[src/rtl/addr_reg_n.sv]
// Byte-addressable N-lane register with full-word load, increment/decrement
// and a one-cycle wrap pulse when a count rolls over.
module addr_reg_n #(
   parameter int                   BYTES       = 2,
   parameter logic [8*BYTES-1:0]   RESET_VALUE = '0
) (
   input  logic                 clk,
   input  logic                 reset,
   input  logic [BYTES-1:0]     byteWriteEn,
   input  logic [7:0]           dataIn,
   input  logic                 wordLoadEn,
   input  logic [8*BYTES-1:0]   wordIn,
   input  logic                 incEn,
   input  logic                 decEn,
   input  logic [2:0]           byteSel,
   output logic [8*BYTES-1:0]   dataOut,
   output logic [7:0]           byteOut,
   output logic                 wrap
);

   localparam int W = 8 * BYTES;
   localparam logic [W-1:0] ONE = {{(W-1){1'b0}}, 1'b1};

   logic [W-1:0] data_q, data_d;
   logic         wrap_q, wrap_d;

   // Load beats byte writes, which beat counting; inc and dec together cancel.
   always_comb begin
      data_d = data_q;
      wrap_d = 1'b0;
      if (wordLoadEn) begin
         data_d = wordIn;
      end else if (|byteWriteEn) begin
         for (int i = 0; i < BYTES; i++) begin
            if (byteWriteEn[i]) begin
               data_d[8*i +: 8] = dataIn;
            end
         end
      end else if (incEn && !decEn) begin
         data_d = data_q + ONE;
         wrap_d = &data_q;
      end else if (decEn && !incEn) begin
         data_d = data_q - ONE;
         wrap_d = ~|data_q;
      end
   end

   always_ff @(posedge clk) begin
      if (reset) begin
         data_q <= RESET_VALUE;
         wrap_q <= 1'b0;
      end else begin
         data_q <= data_d;
         wrap_q <= wrap_d;
      end
   end

   // Out-of-range lane selects fall back to lane 0.
   always_comb begin
      byteOut = data_q[7:0];
      for (int i = 0; i < BYTES; i++) begin
         if (byteSel == 3'(i)) begin
            byteOut = data_q[8*i +: 8];
         end
      end
   end

   assign dataOut = data_q;
   assign wrap    = wrap_q;

endmodule

[config.mk]
export PLATFORM = sky130hd
export DESIGN_NAME = addr_reg_n
export DESIGN_NICKNAME = d
export VERILOG_FILES = /design/src/rtl/addr_reg_n.sv
export SDC_FILE = /design/constraint.sdc
export NUM_CORES = 1
export LEC_CHECK = 0
export ABC_AREA = 1
export ABC_CLOCK_PERIOD_IN_PS = 3900
export CAP_MARGIN = 10
export CORE_UTILIZATION = 53
export CTS_CLUSTER_SIZE = 14
export DETAILED_ROUTE_END_ITERATION = 10
export GPL_ROUTABILITY_DRIVEN = 0
export GPL_TIMING_DRIVEN = 0
export PLACE_DENSITY = 0.87
export SYNTH_ARGS = -nofsm -noshare
export SYNTH_HDL_FRONTEND = slang
export SYNTH_SLANG_ARGS = --single-unit
[constraint.sdc]
create_clock -name clk -period 3.9 [get_ports clk]
set_clock_uncertainty 0.1 [all_clocks]
set_input_delay 0.39 -clock clk [delete_from_list [all_inputs] [get_ports clk]]
set_output_delay 0.39 -clock clk [all_outputs]
set_load 0.005 [all_outputs]
==> impl_metrics.py, run 1 <==
# Metrics from the implementation run
metrics = {
    "run_status": {
        "status": "finished, final reports clean",
    },
    "final_layout": {
        "comb_area_mm2": 0.001496,
        "nNetsFinal": 478,
        "fillers": 327,
        "fin_cells": 472,
        "diodes": 0,
    },
    "worst_setup_path": {
        "crit_fanout": 16,
        "r2r_cells": 12,
        "crit_arrival_ns": 3.00,
        "cp-start-kind": "input pin",
        "r2r-end": "dataOut[12]",
        "crit_path_max_incr_delay_ns": 0.49,
        "r2r-start": "dataOut[0]",
        "critPathSlowestCell": "clkdlybuf4s50_1",
        "cp-end-kind": "flop",
        "required_ns": 3.95,
        "worstSetupPathType": "in -> reg",
    },
    "floorplanning": {
        "core_region_area_mm2": 0.003716,
        "io_pins": 59,
        "fp_util_pct": 56.46,
        "die_x_um": 64.92,
        "std_cell_rows": 22,
        "die_area_mm2": 0.004215,
        "fp.dieH_um": 64.92,
    },
    "placed_design": {
        "numPlacedInstances": 468,
        "dp_hpwl_um": 5155,
        "post-place-ws_ns": 0.7227,
    },
    "sta": {
        "slew-limit-headroom_pct": 63.31,
        "tightest_slew_ns": 0.5498,
        "fin_ws_ns": 0.9560,
        "rsz0062_at_grt": "false",
        "fin_tns_setup_ns": 0,
        "final_hold_viol_count": 0,
        "slew_violations": 0,
        "period_used_pct": 75.49,
        "fmax_ghz": 0.3397,
    },
    "global_routing": {
        "grt_first_pass_wirelength_um": 10810,
        "grt_max_degree": 17,
        "grt_pass1_vias": 2396,
        "grtUsageTotal_pct": 33.03,
        "grt_overflow": 0,
        "antenna_found_initial": 0,
    },
    "power": {
        "peakVddDrop_mv": 0.1903,
        "leakage_uw": 0.001352,
        "powerDensity_mw_per_mm2": 276.6,
    },
    "logic_synthesis": {
        "synthArstFlopShare_pct": 0,
        "yosys.area.top_type_share_pct": 20.21,
        "edf_count": 0,
        "fp_nets": 416,
        "dominantRegCellSynth": "dfxtp_1",
        "synth_area_leader_cell": "nand2_1",
        "synthDistinctLibCells": 36,
        "common_cells": "nand2_1, inv_1, nor2_1, a21oi_1, nand3_1",
        "numSynthFlops": 17,
        "syn_inst": 363,
        "yosys_cells": 363,
        "most_common_cell": "nand2_1",
        "yosys-top-cells-area": "nand2_1, dfxtp_1, ha_1",
        "syn_area_mm2": 0.002098,
        "ys_warn_count": 0,
        "yosys_area_mm2": 0.002098,
    },
    "cts": {
        "path_clk_slew_ns": 0.07,
        "clock_latency_ns": 0.26,
        "cts.path.max_buffers": 2,
        "cts_resized": 0,
        "post_cts_buffers": 0,
        "hold_buffers": 0,
        "clock-root-buffer": "clkbuf_8",
        "cts_buffers": 3,
    },
    "worst_hold_path": {
        "holdCritPathClass": "reg -> reg",
        "hold_depth": 2,
        "worstHoldStart": "dataOut[12]",
        "hold_path_end": "dataOut[12]",
    },
    "run": {
        "tool_warnings": 29,
        "cap_viol_max_count": 0,
    },
    "routing": {
        "wl_per_cell_um": 13.63,
        "via_per_inst": 5.460,
        "firstDrtPassIters": 7,
        "drc": 0,
        "drtIter0Drc": 182,
    },
}
-- run 1: critical path, delay by kind of cell --
family	cells	cell delay [ns]
simple gates	6	0.86
buf+inv	3	0.98
fa+ha+maj	2	0.63
compound gates	2	0.14
-- run 1: cell type report --
cell class,count,share of cell area (%)
tap,48,2.164
timing repair buffer,57,20.56
inverter,57,7.710
clock inverter,1,0.1803
sequential,17,12.26
buffer,8,1.713
multi-input combinational,281,53.92
clock buffer,3,1.488
-- run 1: registers in the layout, summed over array words and instances (netlist names) --
register and count:
dataOut 16, wrap 1
-- run 1: how the worst max path moves through the flow --
stage	start	slack, ns	end
after floorplan	decEn	1.57	dataOut[7]
after detailed placement	decEn	0.72	dataOut[7]
after global routing	decEn	0.83	dataOut[7]
after CTS	decEn	0.99	dataOut[5]
after global placement	decEn	0.79	dataOut[7]
final	decEn	0.96	dataOut[5]
-- run 1: cell families after synthesis --
kind of cell             share of synthesized area, %
buffers and inverters                           12.46
AND/OR/NAND/NOR                                 41.74
AND-OR/OR-AND                                   17.47
XOR/XNOR                                       0.4175
adder cells (fa/ha/maj)                         11.69
flip-flops                                      16.22
-- run 1: placed cells by master, fill, tap and decap left out, types with 3 or more instances in the layout --
master	Yosys	layout
nand2_1	113	113
clkdlybuf4s50_1	0	57
inv_1	50	50
nor2_1	30	30
a21oi_1	24	24
nand3_1	22	22
o21ai_0	21	21
ha_1	18	18
dfxtp_1	17	17
inv_2	7	7
nand4_1	7	7
a21oi_2	6	6
o21ai_1	6	6
o21ai_2	4	4
nor4_1	4	4
nand3_2	3	3
nand2_2	3	3
or2_1	3	3
clkbuf_8	0	3
-- run 1: routing by layer --
metal / GRT usage (%) / wire, µm / part of all wire (%)
met2: 58.07 / 3089 / 48
met5: 0 / 0 / 0
met1: 41.56 / 2829 / 44
met4: 8.333 / 100 / 1.6
met3: 4.754 / 413 / 6.4
-- run 1: metrics by stage --
step / hold slack (ns) / area (µm²) / util (%) / total power, µW
6_report: 0.4231 / 2775 / 74.68 / 767.6
5_1_grt: 0.4523 / 2775 / 74.68 / 831.2
4_1_cts: 0.4164 / 2775 / 74.68 / 760.3
3_5_place_dp: 0.4041 / 2729 / 73.43 / 627.0
3_3_place_gp: 0.4058 / 2729 / 73.43 / 615.2
2_1_floorplan: 0.3895 / 2098 / - / 477.9
-- run 1: where the power goes --
part / switching (µW) / internal (µW) / total [µW] / leakage (µW)
registers: 30.3 / 189 / 220 / 0.000141
logic: 228 / 185 / 413 / 0.00118
clock network: 64.1 / 71.1 / 135 / 0.0000255
total: 322 / 445 / 768 / 0.00135
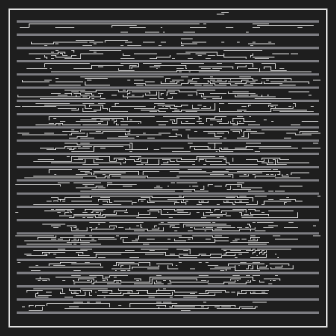
run_1/met1.png
Supply wires on this layer in grey.
426 nets have wire on it. The wires run mostly horizontal.

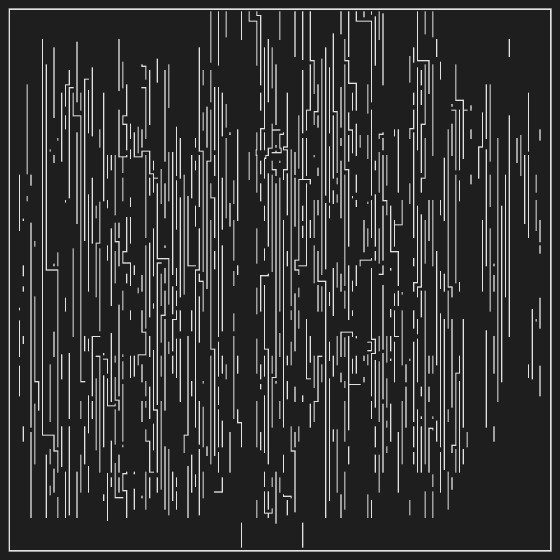
run_1/met2.png
The layer holds 48% of the routed length. The wires run mostly vertical. The longest straight run is 47.6 µm. The layer carries 3090 µm of wire.
Routed WL: 6433 µm
DR vias: 2577
grt met2 use: 58.07%

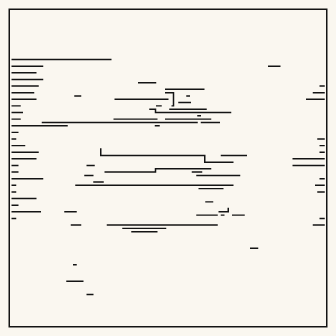
run_1/met3.png
The layer carries 413 µm of wire. The longest straight run is 32.2 µm. The layer holds 6.4% of the routed length. The wires run mostly horizontal.
met3 Track Usage GR: 4.754%

run_1/final_clocks.png
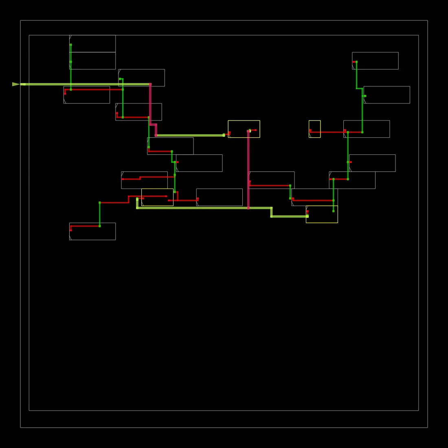

==> inputs of run 2 (changes only) <==
--- a/config.mk
+++ b/config.mk
@@ -6,14 +6,14 @@
 export NUM_CORES = 1
 export LEC_CHECK = 0
 export ABC_AREA = 1
-export ABC_CLOCK_PERIOD_IN_PS = 3900
+export ABC_CLOCK_PERIOD_IN_PS = 2800
 export CAP_MARGIN = 10
-export CORE_UTILIZATION = 53
+export CORE_UTILIZATION = 49
 export CTS_CLUSTER_SIZE = 14
 export DETAILED_ROUTE_END_ITERATION = 10
 export GPL_ROUTABILITY_DRIVEN = 0
 export GPL_TIMING_DRIVEN = 0
-export PLACE_DENSITY = 0.87
+export PLACE_DENSITY = 0.82
 export SYNTH_ARGS = -nofsm -noshare
 export SYNTH_HDL_FRONTEND = slang
 export SYNTH_SLANG_ARGS = --single-unit
==> constraint.sdc (replaced) <==
create_clock -name clk -period 2.8 [get_ports clk]
set_clock_uncertainty 0.1 [all_clocks]
set_input_delay 0.28 -clock clk [delete_from_list [all_inputs] [get_ports clk]]
set_output_delay 0.28 -clock clk [all_outputs]
set_load 0.005 [all_outputs]
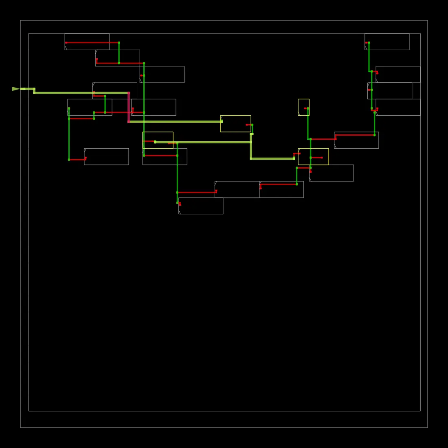
run_2/final_clocks.png
total CTS buffers: 3
clk_lat worst skew: 0.26 ns

==> run 2 against run 1 <==
Net effect: routed wire length shrank 0.76%; final area grew 1.0%; sequential share of layout area shrank 0.13 points; count of clock-buffer cells in the layout is the same; worst setup slack lost 0.72 ns; final cell count grew 0.64%; global-route usage shrank 3.4 points; synthesized cell count is the same; critical path depth is the same; register-to-register slack lost 1.1 ns; largest cell class unchanged.
==> impl_metrics.py, run 2 <==
# Metrics from the implementation run
metrics = {
    "final_layout": {
        "diodes": 0,
        "lay_top_count": "nand2_1",
        "fin_area_mm2": 0.002804,
    },
    "floorplanning": {
        "fp_util_pct": 51.71,
        "core_region_area_mm2": 0.004058,
        "std_cell_rows": 23,
        "fp.dieH_um": 67.44,
    },
    "sta": {
        "fmax_ghz": 0.3904,
        "period_used_pct": 91.48,
    },
    "worst_setup_path": {
        "required_ns": 2.85,
        "cp-start-kind": "input pin",
        "r2r-start": "dataOut[0]",
        "crit_path_start": "incEn",
        "critPathSlowestCell": "clkdlybuf4s50_1",
        "crit_path_max_incr_delay_ns": 0.49,
        "worstSetupPathType": "in -> reg",
    },
    "run_status": {
        "status": "finished, final reports clean",
    },
    "global_routing": {
        "busiest_layer": "met2",
        "antenna_found_initial": 0,
        "use_met1_pct": 36.46,
    },
    "logic_synthesis": {
        "logic_family": "simple AND/OR/NAND/NOR gates",
        "ys_sh_aoi_pct": 17.47,
        "ys_sh_adder_pct": 11.69,
        "edf_count": 0,
        "yosys.area.top_type_share_pct": 20.21,
        "yosys_area_mm2": 0.002098,
        "most_common_cell": "nand2_1",
        "common_cells": "nand2_1, inv_1, nor2_1, a21oi_1, nand3_1",
        "ys_sh_mux_pct": 0,
        "synthArstFlopShare_pct": 0,
    },
    "worst_hold_path": {
        "hold_depth": 2,
        "worstHoldStart": "reset",
        "holdCritPathClass": "in -> reg",
    },
    "power": {
        "powerDensity_mw_per_mm2": 380.4,
        "leakage_uw": 0.001358,
    },
    "routing": {
        "wl_per_cell_um": 13.44,
        "firstDrtPassIters": 5,
    },
    "placed_design": {
        "dp_hpwl_um": 5101,
        "numPlacedInstances": 470,
    },
    "run": {
        "cap_viol_max_count": 0,
    },
}
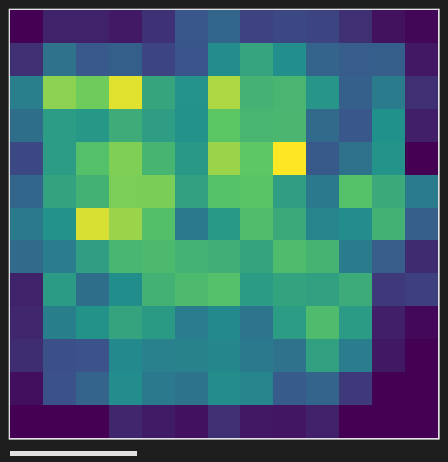
run_2/wire_density.png
Scale bar: 20 µm. The die is cut into 13 by 13 equal tiles; dark purple is low, yellow is high, scaled to the fullest tile. Values are wire area over tile area, all layers added.
7.1% of the tiles are nearly empty. The densest ninth of the die: centre. 41% of the tiles are over half the peak. The mean over all tiles is 0.23.
total track usage: 29.60%
DR vias: 2549
Routed WL: 6384 µm

run 2: netlist changes by cell type in the layout (fill, tap and decap cells not counted):
cell        change
buf_12          +1
clkinvlp_4      +1
ha_1            -1
ha_2            +1
inv_1           -1
run 2: cells by family (layout without fill, tap and decap cells):
logic type / after synthesis / after routing
simple gates: 198 / 198
buf+inv: 65 / 127
compound gates: 63 / 63
fa+ha+maj: 19 / 19
flops: 17 / 17
xor+xnor: 1 / 1
run 2: where the power goes:
| part | internal, µW | switching (µW) |
|---|---|---|
| combinational | 261 | 312 |
| sequential | 264 | 42.7 |
| clock | 98.9 | 88.3 |
| total | 624 | 443 |
run 2: how the worst max path moves through the flow:
stage | endpoint | depth (start not counted)
finish | dataOut[7] | 13
global route | dataOut[13] | 17
CTS | dataOut[5] | 13
detailed placement | dataOut[5] | 13
global placement | dataOut[5] | 13
floorplan | dataOut[7] | 12
run 2: final cells by class:
cell class / count / area, µm²
buffer: 8 / 47.55
clock buffer: 3 / 41.29
timing repair buffer: 58 / 590.6
multi-input combinational: 281 / 1499
tap: 50 / 62.56
inverter: 57 / 217.7
clock inverter: 1 / 5.005
fill: 372 / 1254
sequential: 17 / 340.3
run 2: worst reg2reg max path, stage by stage (launching register included):
cell and delay, ns:
dfxtp_1 0.48, inv_1 0.14, fa_1 0.49, inv_1 0.10, nand3_1 0.06, nand3_1 0.13
nand3_1 0.12, nand3_1 0.09, nand2_1 0.05, nand3_1 0.06, nand2_1 0.08, nand2_1 0.08
a21oi_1 0.05
run 2: repair_timing:
item / 4_1_cts / 5_1_grt
endpoints found under the setup margin: 2 / 4
resized: 1 / 1
endpoints found under the hold margin: 0 / 0
setup buffers: 1 / 0
run 2: stage by stage:
step | worst slack [ns] | power [µW] | utilization [%]
after floorplan | 0.5785 | 665.6 | -
after global placement | -0.2363 | 859.2 | 67.31
after detailed placement | -0.2727 | 872.7 | 67.31
after CTS | 0.1601 | 1062 | 69.04
after global routing | 0.07292 | 1157 | 69.10
final | 0.2386 | 1067 | 69.10
run 2: routing by layer:
layer  wire [µm]  up-vias
li1            -     1299
met1        2643     1134
met2        3174      108
met3         518        8
met4          48        0
met5           0        -
Power is estimated from default activity; no workload was simulated.
